==> config.mk <==
export PLATFORM = sky130hd
export DESIGN_NAME = int_to_float
export DESIGN_NICKNAME = d
export VERILOG_FILES = /design/src/rtl/int_to_float.sv
export SDC_FILE = /design/constraint.sdc
export NUM_CORES = 1
export LEC_CHECK = 0
export ABC_AREA = 1
export CAP_MARGIN = 20
export CORE_MARGIN = 3
export CORE_UTILIZATION = 60
export CTS_BUF_LIST = sky130_fd_sc_hd__clkbuf_8
export DETAILED_ROUTE_END_ITERATION = 10
export PLACE_DENSITY = 0.83
export SETUP_SLACK_MARGIN = 0.05
export SLEW_MARGIN = 40
export SYNTH_ARGS = -nofsm -noshare
export SYNTH_HDL_FRONTEND = slang
export SYNTH_SLANG_ARGS = --single-unit
==> constraint.sdc <==
create_clock -name clk -period 5.4 [get_ports clk]
set_input_delay 0.81 -clock clk [delete_from_list [all_inputs] [get_ports clk]]
set_output_delay 0.81 -clock clk [all_outputs]
set_load 0.05 [all_outputs]
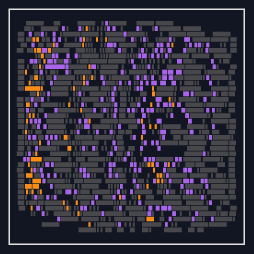
**Above:** gate families picked out.
(2 px per um)
[aoi and oai cells] purple | cells: 254 | where: all over the die
[nor cells] orange | cells: 75
logic share of the area: 38.5%
most used logic cell in the final layout: nand2_1
Layout Cells excl Fill: 1143

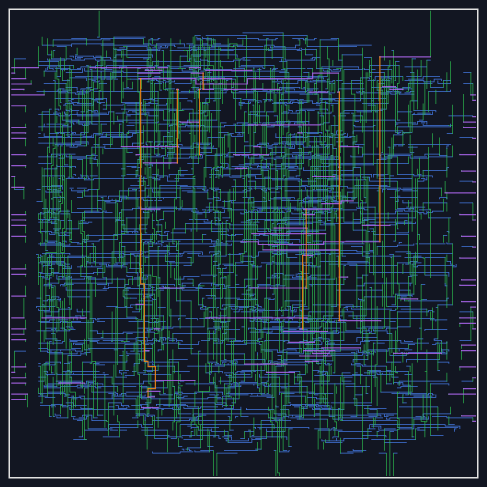
**Above:** wiring by layer.
(4 px per um)
[metal 4] orange | wire length: 265 um
[metal 3] purple | wire length: 705 um
[metal 1] blue | wire length: 7390 um
[metal 2] green | wire length: 7430 um
final WL: 15800 um
GR Util All Layers: 24.9%
via count: 6292
Routed WL per cell: 13.8 um

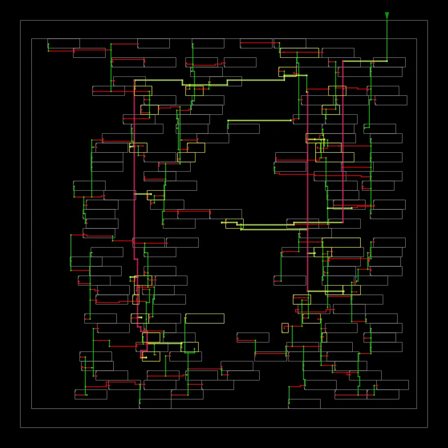
**Above:** clock routing.
CTS Buf Count: 17
post-route clock skew: 0.00928 ns
CLK BUF: 23
P_clk: 0.948 mW
clk sinks: 139

==> flow_metrics.env <==
# flow metrics
export IMPL_grt_busiest_layer="met2"
export IMPL_vias_per_cell=5.50
export IMPL_die_w_um=117
export IMPL_slew_headroom_pct=48.9
export IMPL_clk_share_pct=5.33
export IMPL_finalPower_mw=5.19
export IMPL_largest_cell_class="flip-flops and latches"
export IMPL_crit_slowest_cell="nor2_1"
export IMPL_setup_viol_count_final=0
export IMPL_synth_most_common_cell="nand2_1"
export IMPL_wl_met1_um=7390
export IMPL_syn_inst=941
export IMPL_cts_hold_fix_buffers=0
export IMPL_wl_met3_um=704
export IMPL_cts_resized=0
export IMPL_dp_hpwl_um=11000
export IMPL_xor_area_share_pct=2.38
export IMPL_yosys_area_top_type="dfrtp_1"
export IMPL_layout_drive_gt1_share_pct=6.70
export IMPL_use_met2_pct=41.4
export IMPL_maxPowerGroup="combinational logic"
export IMPL_edf_count=0
export IMPL_htreeDepth=4
export IMPL_endpoint_kind="register"
export IMPL_rrSetupSlack_ns=2.48
export IMPL_num_nonclk_inverters=104
export IMPL_dieArea_um2=13600
export IMPL_switching_power_mw=2.32
export IMPL_mi_logic_area_um2=3310
export IMPL_fillers=958
export IMPL_insertion_delay_ns=0.44
export IMPL_mux_area_share_pct=3.35
export IMPL_use_met1_pct=33.5
export IMPL_ys_seq_share_pct=47.3
export IMPL_area_leaders="dfrtp_1 47%, nand2_1 12%, o21ai_0 12%, inv_1 4.9%, nor2_1 2.8%"
export IMPL_yosys_cell_types_count=42
export IMPL_hold_viol_final=0
export IMPL_drcViolationCount=0
export IMPL_coreArea_um2=11700
export IMPL_ys_top_cells_by_count="239 x nand2_1, 171 x o21ai_0, 139 x dfrtp_1, 97 x inv_1, 55 x nor2_1"
export IMPL_buffers=78
export IMPL_cp_num_cells=7
export IMPL_status="complete, no violations"
export IMPL_cts_buffer_depth=2
export IMPL_power_per_cell_area_nw_per_um2=604
export IMPL_comb_cell_power_mw=2.53
export IMPL_setup_tns_ns=0
export IMPL_port_buffers=69
[cells in the final DEF (no fill, tap or decap), types with 11 or more instances in the layout]
master,Yosys,routed
dfrtp_1,139,138
inv_1,97,100
mux2i_1,19,19
o22ai_1,19,19
clkbuf_8,0,23
xnor2_1,11,11
clkdlybuf4s50_1,0,68
nor2_1,55,54
nand3_1,22,22
o21ai_0,171,171
a21oi_1,30,30
nand2_1,239,239
[stage by stage]
| stage | setup WS (ns) | std cells | area (um2) | utilization, % |
|---|---|---|---|---|
| global route | 2.11 | 1143 | 8600 | 73.4 |
| global placement | 1.92 | 1110 | 8110 | 69.2 |
| CTS | 2.37 | 1142 | 8570 | 73.2 |
| detailed placement | 1.94 | 1110 | 8110 | 69.3 |
| floorplan | 2.73 | 941 | 7360 | - |
| finish | 2.36 | 1143 | 8600 | 73.4 |
Power is estimated from default activity; no workload was simulated.
